--- src/rtl/avg_window_stats.sv ---
// avg_window_stats
//   Groups every WIN consecutive results of the AVG stage into a window and
//   reports min, max, range (max - min) and sum of each window on a
//   valid/ready port. One completed summary is buffered; a completion that
//   arrives while that buffer is held (out_ready low) is dropped and flagged
//   by the sticky overflow bit.
//
// Ports
//   clk        rising-edge clock
//   rst        asynchronous, active-high reset
//   in_valid   sample strobe (AVG done)
//   in_data    signed sample (AVG data_out)
//   clear      synchronous flush of partial window, pending summary, overflow
//   out_valid  summary available
//   out_ready  downstream accepts summary when high with out_valid
//   out_min    signed window minimum
//   out_max    signed window maximum
//   out_range  unsigned out_max - out_min (DW+1 bits)
//   out_sum    signed window sum (DW+log2(WIN) bits, cannot overflow)
//   overflow   sticky: a completed window was dropped
module avg_window_stats #(
  parameter int WIN = 4,
  parameter int DW  = 8
) (
  input  logic                              clk,
  input  logic                              rst,
  input  logic                              in_valid,
  input  logic signed [DW-1:0]              in_data,
  input  logic                              clear,
  output logic                              out_valid,
  input  logic                              out_ready,
  output logic signed [DW-1:0]              out_min,
  output logic signed [DW-1:0]              out_max,
  output logic        [DW:0]                out_range,
  output logic signed [DW+$clog2(WIN)-1:0]  out_sum,
  output logic                              overflow
);

  localparam int CW = $clog2(WIN);
  localparam int SW = DW + CW;

  localparam logic [0:0] EMPTY = 1'b0;
  localparam logic [0:0] FULL  = 1'b1;

  logic        [CW-1:0] cnt;
  logic signed [DW-1:0] run_min;
  logic signed [DW-1:0] run_max;
  logic signed [SW-1:0] run_sum;
  logic        [0:0]    state;

  logic                 first;
  logic                 last;
  logic                 take;
  logic                 complete;
  logic signed [DW-1:0] nxt_min;
  logic signed [DW-1:0] nxt_max;
  logic signed [SW-1:0] nxt_sum;
  logic        [DW:0]   nxt_range;

  function automatic logic signed [SW-1:0] sext_sum(input logic signed [DW-1:0] v);
    return {{CW{v[DW-1]}}, v};
  endfunction

  // Both operands widened by one sign bit, so the difference of any two
  // DW-bit values fits and max >= min keeps it non-negative.
  function automatic logic [DW:0] range_of(input logic signed [DW-1:0] mx,
                                           input logic signed [DW-1:0] mn);
    logic signed [DW:0] d;
    d = {mx[DW-1], mx} - {mn[DW-1], mn};
    return d;
  endfunction

  // Running values including the current sample; on the first sample of a
  // window the sample alone seeds them.
  always_comb begin
    first     = (cnt == '0);
    last      = (cnt == CW'(WIN - 1));
    take      = in_valid && !clear;
    complete  = take && last;
    nxt_min   = in_data;
    nxt_max   = in_data;
    nxt_sum   = sext_sum(in_data);
    if (!first) begin
      nxt_min = (in_data < run_min) ? in_data : run_min;
      nxt_max = (in_data > run_max) ? in_data : run_max;
      nxt_sum = run_sum + sext_sum(in_data);
    end
    nxt_range = range_of(nxt_max, nxt_min);
  end

  assign out_valid = (state == FULL);

  always_ff @(posedge clk or posedge rst) begin
    if (rst) begin
      cnt       <= '0;
      run_min   <= '0;
      run_max   <= '0;
      run_sum   <= '0;
      state     <= EMPTY;
      overflow  <= 1'b0;
      out_min   <= '0;
      out_max   <= '0;
      out_range <= '0;
      out_sum   <= '0;
    end else if (clear) begin
      // Running registers need no flush: cnt=0 makes the next sample reseed them.
      cnt      <= '0;
      state    <= EMPTY;
      overflow <= 1'b0;
    end else begin
      if (take) begin
        cnt     <= last ? '0 : cnt + 1'b1;
        run_min <= nxt_min;
        run_max <= nxt_max;
        run_sum <= nxt_sum;
      end
      case (state)
        EMPTY: begin
          if (complete) begin
            out_min   <= nxt_min;
            out_max   <= nxt_max;
            out_range <= nxt_range;
            out_sum   <= nxt_sum;
            state     <= FULL;
          end
        end
        default: begin
          if (out_ready) begin
            // Accept and refill in the same cycle: no bubble.
            if (complete) begin
              out_min   <= nxt_min;
              out_max   <= nxt_max;
              out_range <= nxt_range;
              out_sum   <= nxt_sum;
            end else begin
              state <= EMPTY;
            end
          end else if (complete) begin
            overflow <= 1'b1;
          end
        end
      endcase
    end
  end

endmodule

--- config.mk ---
export PLATFORM = sky130hd
export DESIGN_NAME = avg_window_stats
export DESIGN_NICKNAME = d
export VERILOG_FILES = /design/src/rtl/avg_window_stats.sv
export SDC_FILE = /design/constraint.sdc
export NUM_CORES = 1
export LEC_CHECK = 0
export ABC_CLOCK_PERIOD_IN_PS = 3500
export CORE_MARGIN = 4
export CORE_UTILIZATION = 40
export CTS_CLUSTER_DIAMETER = 80
export DETAILED_ROUTE_END_ITERATION = 10
export GPL_TIMING_DRIVEN = 0
export HOLD_SLACK_MARGIN = 0.15
export PLACE_DENSITY_LB_ADDON = 0.15
export SYNTH_ARGS = -nofsm -noshare
export SYNTH_HDL_FRONTEND = slang
export SYNTH_SLANG_ARGS = --single-unit
--- constraint.sdc ---
create_clock -name clk -period 3.5 [get_ports clk]
set_input_delay 0.7 -clock clk [delete_from_list [all_inputs] [get_ports clk]]
set_output_delay 0.7 -clock clk [all_outputs]
set_load 0.005 [all_outputs]
==> job_summary.md, run 1 <==
### Metrics collected by this job

| Metric | Value |
|---|---|
| Status | `complete, but fails checks` |
| Failing checks | `setup timing` |
| Met1 WL | `4350 um` |
| Reg power frac | `36.9%` |
| Post-synth net total | `around 470` |
| Vias | `3,265` |
| Routed wire length | `9750 um` |
| Num ports | `50` |
| Worst path max stage delay | `0.36 ns` |
| First-pass GRT wire length | `16,200 um` |
| Clock Tree Root | `clkbuf_8` |
| DP HPWL | `6950 um` |
| Most frequent logic cell in the layout | `nand2_1` |
| Pre-CTS setup slack | `-1.40 ns` |
| Final ANT Viol Nets | `0` |
| Top cells by count | `nand2_1, dfrtp_1, o21ai_0, inv_1, ha_1` |
| Floorplan core density | `41.2%` |
| Synth top cell by count | `nand2_1` |
| Log Warnings | `30` |
| DR WL met2 | `4710 um` |
| Max-area cell class | `logic gates` |
| Mux frac, synth | `under 10%` |
| Synthesized area | `~3800 um2` |
| Met3 Use GR | `3.67%` |
| YS chip area | `3800 um2` |
| Sequential group power | `1.01 mW` |
| Vias in the first global route | `3,356` |
| Synth logic family | `AND-OR/OR-AND gates` |
| CTS Buffer Depth | `2` |
| Gate Area | `2210 um2` |
| Comb power frac | `between 40% and 50%` |
| Net Sw Frac | `34.9%` |
| Final worst slack | `-0.120 ns` |
| Die Area | `11,100 um2` |
| Remaining DRCs | `0` |
| Worst R2R Setup Slack | `-0.10 ns` |
| P&R area growth vs syn | `34.9%` |
| Registers | `65` |
| Gr usage total | `between 10% and 20%` |
| Top cells excl fill/tap | `nand2_1, dfrtp_1, o21ai_0` |
| Leakage Power | `approximately 2.3 nW` |
| Crit end category | `flip-flop` |
| CP Cell Sequence | `buf_4, ha_4, nand2_2, a211o_1, a21o_1, a31oi_4, buf_12, buf_4, mux2i_2, inv_1, ha_1, a21oi_2, o211ai_1, o311ai_4, o41ai_2, xnor2_1, o21ai_1` |
| Worst Hold End | `out_range[2]` |
| Design Power | `around 2.7 mW` |
| Final setup skew | `0.00690 ns` |
| Final Non-Filler Cells | `roughly 640` |
| Inverters | `38` |
| Data buffer area share | `16.0%` |
| Clock group | `558 uW` |
| RSZ-0062 raised after global routing | `true` |
| Crit path max fanout | `6` |
| Bufs and invs on worst path | `4` |
| Syn_area_per_cell | `9.04 um2` |
| Adder Area Share | `approximately an eighth` |
| Pins Over Slew Limit | `0` |
| Initial antenna violation count | `0` |
| Hold slack | `between 0.4 and 0.5 ns` |
| Max-area cell share | `between 40% and 50%` |
| Cells after synthesis | `around 420` |
| Combinational share of cell area | `a little over two fifths` |
| Max_slew headroom | `between 40% and 50%` |
| Met3 WL | `about 360 um` |
| Yosys reg bits | `~65` |
| DRT iter0 DRCs | `145` |
| Yosys xor share | `about 2.3%` |
| Register area share after synthesis | `42.7%` |
| Biggest regs | `out_sum x10, run_sum x10, out_range x9` |
| Yosys stat cell total | `421` |
| Max-cap violation count | `0` |
| # fillers | `850` |
| Period Utilization, post-route | `103%` |
| Routed len/inst | `15.2 um` |
| Worst-path clk slew | `0.08 ns` |
| Syn. warnings | `0` |
| Met1 GRT Util | `22.5%` |
| Clock power frac | `20.4%` |
| CP startpoint | `in_data[3]` |
| RR Startpoint | `run_max[4]` |
| WP depth | `17` |
| CTS tree | `done` |
| H-tree depth | `3` |
| R2R Path End | `out_range[7]` |
| Net Switching | `~960 uW` |
| Yosys top cell by area | `dfrtp_1` |
| Slowest cell on crit path | `ha_1` |
| Layout cells sized above 1 | `20.0%` |
| Setup Crit Path Kind | `primary input to flip-flop` |
| Placed instance count | `approximately 600` |
| Clock Buffer Count | `10` |
| TritonCTS Buffers | `9` |
| Cell mode on critical path | `buf_4` |
| VDD IR-drop max | `0.000263 V` |
| Core region area | `9240 um2` |
| Final Critical Period | `3.62 ns` |
| PostCTS Resize Cnt | `73` |
| Via/cell ratio | `5.08` |
| Die height | `106 um` |
| Biggest consumer | `combinational cells` |
| Largest net degree at the start of global routing | `~66` |
| Sum Neg Setup Slack | `-0.323 ns` |
| Flip-flops with a built-in enable | `0` |
| Synth Flop Type | `dfrtp_1` |
| CP Capture Point | `out_range[7]` |
| Skew-Pair Late Insertion Delay | `around 0.35 ns` |
| Chip Width | `106 um` |
| Delay-heaviest family, CP | `AND-OR/OR-AND gates` |
| Nets@finish | `557` |
| Worst reg2reg path depth | `17` |
| Biggest area cells | `dfrtp_1, ha_1, o21ai_0` |
| CP required | `3.73 ns` |
| Antenna diodes | `0` |
| # setup viols final | `5` |
| WP data arrival | `around 3.9 ns` |
| Hold Crit Start | `out_range[2]` |
| Setup bufs post-CTS | `17` |
| IO Port Bufs | `~49` |
| Flop share of the area | `31.7%` |
| GRT busiest layer | `met2` |
| Basic Gates by Area | `14.3%` |
| Tapcells | `129` |
| Async SR Flop Fraction | `100%` |
| Slew at the pin with the worst max-slew slack | `approximately 0.81 ns` |
| Combinational Gates | `300` |
| FF+latch area | `1630 um2` |
| Nonclk buf count | `roughly 95` |
| Fmax | `276 MHz` |
| GR Layer Usage met2 | `31.4%` |
| Clk sinks | `65` |
| Hold-critical path depth | `2` |
| Overflow after GRT | `0` |
| Routability congestion estimate | `0.815` |
| Layout Utilization | `55.5%` |
| Final hold violations | `0` |
| Final Cell Area | `5130 um2` |
| HP Class | `flip-flop to flip-flop` |
| Placed Area | `4570 um2` |
| Internal | `roughly 1.8 mW` |
| Top Metal Used | `met4` |
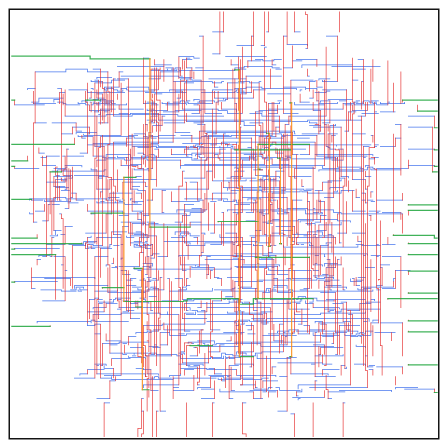
run_1/layers.png
Key: M4 = orange [wire length 322 um]; M2 = red [wire length 4,710 um]; M1 = blue [wire length 4,350 um]; M3 = green [wire length 361 um]

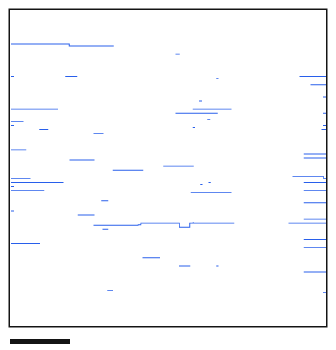
run_1/m3.png
The bar under the picture is 20 um long.
The layer holds 3.7% of the routed length. The longest straight run is 19.3 um. The layer carries 361 um of wire. The wires run mostly horizontal.

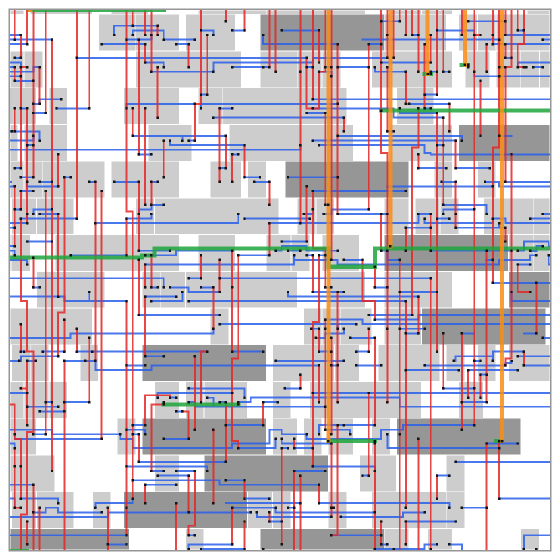
run_1/closeup.png
Region (33, 12) to (73, 52) um. Cells in gray, sequential cells in the stronger gray; small squares are vias.
Key: M3 = green; M2 = red; M4 = orange; M1 = blue
Most frequent: o21ai_0 (17), nand2_1 (17), inv_1 (14). 117 logic cells have their middle in the window. Sequential cells in the window: 12. Netlist names of flops here include run_min (5), run_max (3), out_min (2).

==> run 2, diff against run 1 <==
CAP_MARGIN = 20   (was default)
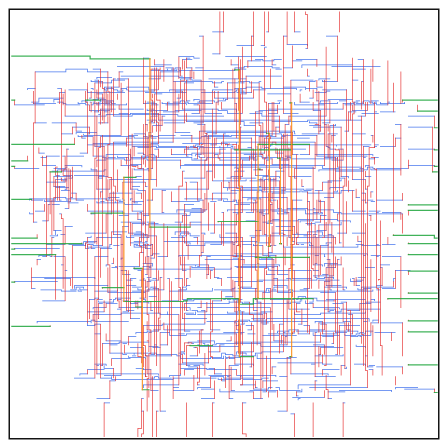
run_2/layers.png
routed wire length: 9750 um
gr usage total: 18.4%
routed len/inst: 15.2 um
Vias: 3,265

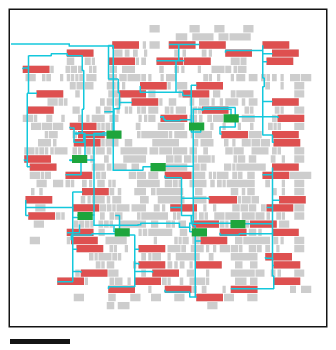
run_2/clock_wires.png
The bar under the picture is 20 um long.
Key: flip-flops = red [count 65]; clock-net drivers = green [count 9]; clock wires = cyan [length 959 um]
There are 10 routed clock nets.

==> run 2 against run 1 <==
Effect of this change: sequential cell count did not move; final area unchanged; die size did not move; largest cell class unchanged; count of clock-buffer cells in the layout unchanged; the flow still finishes with violations (setup timing); hold slack is the same.
==> job_summary.md, run 2 <==
### Metrics collected by this job

| Metric | Value |
|---|---|
| DRT iter0 DRCs | `145` |
| CTS Buffer Depth | `2` |
| Crit end category | `flip-flop` |
| Adder Area Share | `between 10% and 20%` |
| Layout cells sized above 1 | `20.0%` |
| DR WL met2 | `roughly 4700 um` |
| Largest net degree at the start of global routing | `between 60 and 70` |
| Skew-Pair Late Insertion Delay | `around 0.35 ns` |
| IO Port Bufs | `just under 50` |
| PostCTS Resize Cnt | `73` |
| GR Layer Usage met2 | `31.4%` |
| Worst-path clk slew | `0.08 ns` |
| Cell mode on critical path | `buf_4` |
| Async SR Flop Fraction | `100%` |
| Slew at the pin with the worst max-slew slack | `0.807 ns` |
| Max-cap violation count | `0` |
| Basic Gates by Area | `14.3%` |
| Met3 WL | `360 um` |
| Top cells excl fill/tap | `nand2_1, dfrtp_1, o21ai_0` |
| Register area share after synthesis | `42.7%` |
| Max-area cell share | `between 40% and 50%` |
| Setup bufs post-CTS | `17` |
| Period Utilization, post-route | `103%` |
| CTS tree | `done` |
| Pins Over Slew Limit | `0` |
| GRT busiest layer | `met2` |
| Hold-critical path depth | `2` |
| Combinational Gates | `approximately 300` |
| Worst R2R Setup Slack | `-0.10 ns` |
| Sequential group power | `1.01 mW` |
| Status | `complete, but fails checks` |
| Net Sw Frac | `34.9%` |
| Placed instance count | `599` |
| Core region area | `approximately 9200 um2` |
| TritonCTS Buffers | `9` |
| Worst path max stage delay | `0.36 ns` |
| Biggest consumer | `combinational cells` |
| Reg power frac | `36.9%` |
| Final hold violations | `0` |
| Yosys reg bits | `65` |
| CP startpoint | `in_data[3]` |
| Top Metal Used | `met4` |
| Clock Buffer Count | `10` |
| Comb power frac | `42.7%` |
| Met1 GRT Util | `22.5%` |
| Final worst slack | `-0.120 ns` |
| Synth top cell by count | `nand2_1` |
| Leakage Power | `2.31 nW` |
| Synth logic family | `AND-OR/OR-AND gates` |
| P&R area growth vs syn | `34.9%` |
| Final setup skew | `0.00690 ns` |
| WP data arrival | `3.85 ns` |
| H-tree depth | `3` |
| # setup viols final | `5` |
| Bufs and invs on worst path | `4` |
| Yosys xor share | `under 10%` |
| Worst reg2reg path depth | `17` |
| Worst Hold End | `out_range[2]` |
| Setup Crit Path Kind | `primary input to flip-flop` |
| Final Non-Filler Cells | `643` |
| Combinational share of cell area | `43.1%` |
| Yosys top cell by area | `dfrtp_1` |
| Met3 Use GR | `3.67%` |
| Log Warnings | `30` |
| Crit path max fanout | `6` |
| Synthesized area | `3800 um2` |
| CP required | `3.73 ns` |
| Net Switching | `about 960 uW` |
| Data buffer area share | `roughly 16%` |
| Delay-heaviest family, CP | `AND-OR/OR-AND gates` |
| Final Critical Period | `3.62 ns` |
| Top cells by count | `nand2_1, dfrtp_1, o21ai_0, inv_1, ha_1` |
| Post-synth net total | `469` |
| Pre-CTS setup slack | `-1.40 ns` |
| Flip-flops with a built-in enable | `0` |
| Routability congestion estimate | `0.815` |
| Fmax | `276 MHz` |
| RSZ-0062 raised after global routing | `true` |
| # fillers | `850` |
| Internal | `1.78 mW` |
| Hold Crit Start | `out_range[2]` |
| Placed Area | `4570 um2` |
| Chip Width | `106 um` |
| Inverters | `38` |
| FF+latch area | `approximately 1600 um2` |
| WP depth | `17` |
| Nets@finish | `557` |
| Flop share of the area | `31.7%` |
| Registers | `65` |
| First-pass GRT wire length | `16,200 um` |
| Yosys stat cell total | `roughly 420` |
| Clock power frac | `20.4%` |
| YS chip area | `around 3800 um2` |
| Nonclk buf count | `95` |
| Tapcells | `129` |
| CP Cell Sequence | `buf_4, ha_4, nand2_2, a211o_1, a21o_1, a31oi_4, buf_12, buf_4, mux2i_2, inv_1, ha_1, a21oi_2, o211ai_1, o311ai_4, o41ai_2, xnor2_1, o21ai_1` |
| Failing checks | `setup timing` |
| Gate Area | `roughly 2200 um2` |
| Clk sinks | `65` |
| Max_slew headroom | `a little under half` |
| Overflow after GRT | `0` |
| DP HPWL | `6950 um` |
| Biggest area cells | `dfrtp_1, ha_1, o21ai_0` |
| CP Capture Point | `out_range[7]` |
| Via/cell ratio | `5.08` |
| Biggest regs | `out_sum x10, run_sum x10, out_range x9` |
| Clock group | `558 uW` |
| Core Rows | `35` |
| Syn_area_per_cell | `9.04 um2` |
| Sum Neg Setup Slack | `-0.323 ns` |
| Final Cell Area | `slightly above 5000 um2` |
| Remaining DRCs | `0` |
| Max-area cell class | `logic gates` |
| Cells after synthesis | `421` |
| Antenna diodes | `0` |
| Synth Flop Type | `dfrtp_1` |
| Slowest cell on crit path | `ha_1` |
| HP Class | `flip-flop to flip-flop` |
| Vias in the first global route | `between 3,000 and 4,000` |
| Mux frac, synth | `4.51%` |
| Die Area | `approximately 11,000 um2` |
| Clock Tree Root | `clkbuf_8` |
==> run 3, diff against run 2 <==
HOLD_SLACK_MARGIN = 0.08   (was 0.15)
PLACE_DENSITY = 0.64   (was default)
PLACE_DENSITY_LB_ADDON = default   (was 0.15)
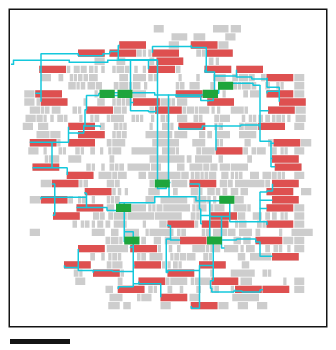
run_3/clock_wires.png
The bar under the picture is 20 um long.
Key: flip-flops = red [count 65]; clock wires = cyan [length 936 um]; clock-net drivers = green [count 9]
Position of the flops: spread over the die. There are 10 routed clock nets.

==> run 3 against run 2 <==
Effect of this change: clock power grew 2%; critical endpoint unchanged; cell count shrank 2.5%; register-to-register slack lost 0.06 ns; maximum frequency shrank 2.5%; the flow still finishes with violations (setup timing); area after synthesis is the same; sequential power is essentially flat; setup slack lost 0.094 ns; critical path depth grew 1; combinational power shrank 7%; non-clock buffer count shrank 14; synthesized cell count is the same; die size is the same; largest power group unchanged.
==> job_summary.md, run 3 <==
### Metrics collected by this job

| Metric | Value |
|---|---|
| Status | `complete, but fails checks` |
| Failing checks | `setup timing` |
| Core region area | `9240 um2` |
| Biggest regs | `out_sum x10, run_sum x10, out_range x9` |
| PostCTS Resize Cnt | `63` |
| Met1 WL | `4290 um` |
| Net Sw Frac | `33.9%` |
| Biggest consumer | `combinational cells` |
| Worst path max stage delay | `between 0.4 and 0.5 ns` |
| Post-synth net total | `469` |
| First-pass GRT wire length | `15,700 um` |
| WP data arrival | `3.94 ns` |
| Synthesized area | `3800 um2` |
| Max_slew headroom | `a little under three fifths` |
| R2R Path End | `out_range[7]` |
| TritonCTS Buffers | `9` |
| # setup viols final | `4` |
| Net Switching | `908 uW` |
| Worst Hold End | `out_max[7]` |
| Async SR Flop Fraction | `100%` |
| P&R area growth vs syn | `30.6%` |
| Final setup skew | `0.0103 ns` |
| Layout Utilization | `a little over half` |
| Vias in the first global route | `3,227` |
| HP Class | `flip-flop to flip-flop` |
| Skew-Pair Late Insertion Delay | `0.34 ns` |
| Synth Flop Type | `dfrtp_1` |
| Gr usage total | `between 15 and 20%` |
| Nets@finish | `about 540` |
| Hold-critical path depth | `2` |
| Mux frac, synth | `4.51%` |
| Inverters | `38` |
| Top cells excl fill/tap | `nand2_1, dfrtp_1, o21ai_0` |
| DP HPWL | `6860 um` |
| Most frequent logic cell in the layout | `nand2_1` |
| Synth logic family | `AND-OR/OR-AND gates` |
| Flop share of the area | `32.7%` |
| Log Warnings | `30` |
| Floorplan core density | `41.2%` |
| Crit path max fanout | `8` |
| GRT busiest layer | `met2` |
| CP startpoint | `in_data[4]` |
| VDD IR-drop max | `0.000226 V` |
| Final ANT Viol Nets | `0` |
| Comb power frac | `40.8%` |
| Met3 Use GR | `around 3.4%` |
| Design Power | `2.68 mW` |
| Yosys reg bits | `65` |
| Final Cell Area | `between 4000 and 5000 um2` |
| Final hold violations | `0` |
| Gate Area | `2160 um2` |
| # fillers | `851` |
| H-tree depth | `3` |
| IO Port Bufs | `49` |
| Worst-path clk slew | `0.07 ns` |
| Top cells by count | `nand2_1, dfrtp_1, o21ai_0, inv_1, ha_1` |
| Final Non-Filler Cells | `roughly 630` |
| Sum Neg Setup Slack | `-0.432 ns` |
| Final worst slack | `-0.214 ns` |
| Yosys stat cell total | `~420` |
| Clock Tree Root | `clkbuf_8` |
| DRT iter0 DRCs | `221` |
| Clock power frac | `between 20% and 30%` |
| Worst R2R Setup Slack | `-0.16 ns` |
| Routed wire length | `between 9000 and 10,000 um` |
| Num ports | `50` |
| Syn_area_per_cell | `9.04 um2` |
| Biggest area cells | `dfrtp_1, ha_1, o21ai_0` |
| CTS Buffer Depth | `2` |
| Worst reg2reg path depth | `18` |
| Hold Crit Start | `out_max[7]` |
| DR WL met2 | `4350 um` |
| Placed instance count | `roughly 600` |
| Met1 GRT Util | `23.1%` |
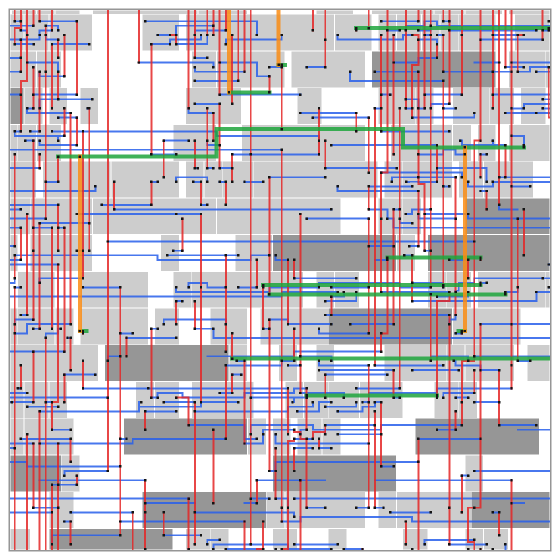
run_3/closeup.png
Region (33, 12) to (73, 52) um. Cells in gray, sequential cells in the stronger gray; small squares are vias.
Key: M2 = red; M3 = green; M4 = orange; M1 = blue
125 logic cells have their middle in the window. Most frequent: o21ai_0 (17), nand2_1 (16), inv_1 (14). Sequential cells in the window: 12. Netlist names of flops here include run_max (5), run_min (4).

Power figures rest on the tool's default switching activity, not on a simulated workload.
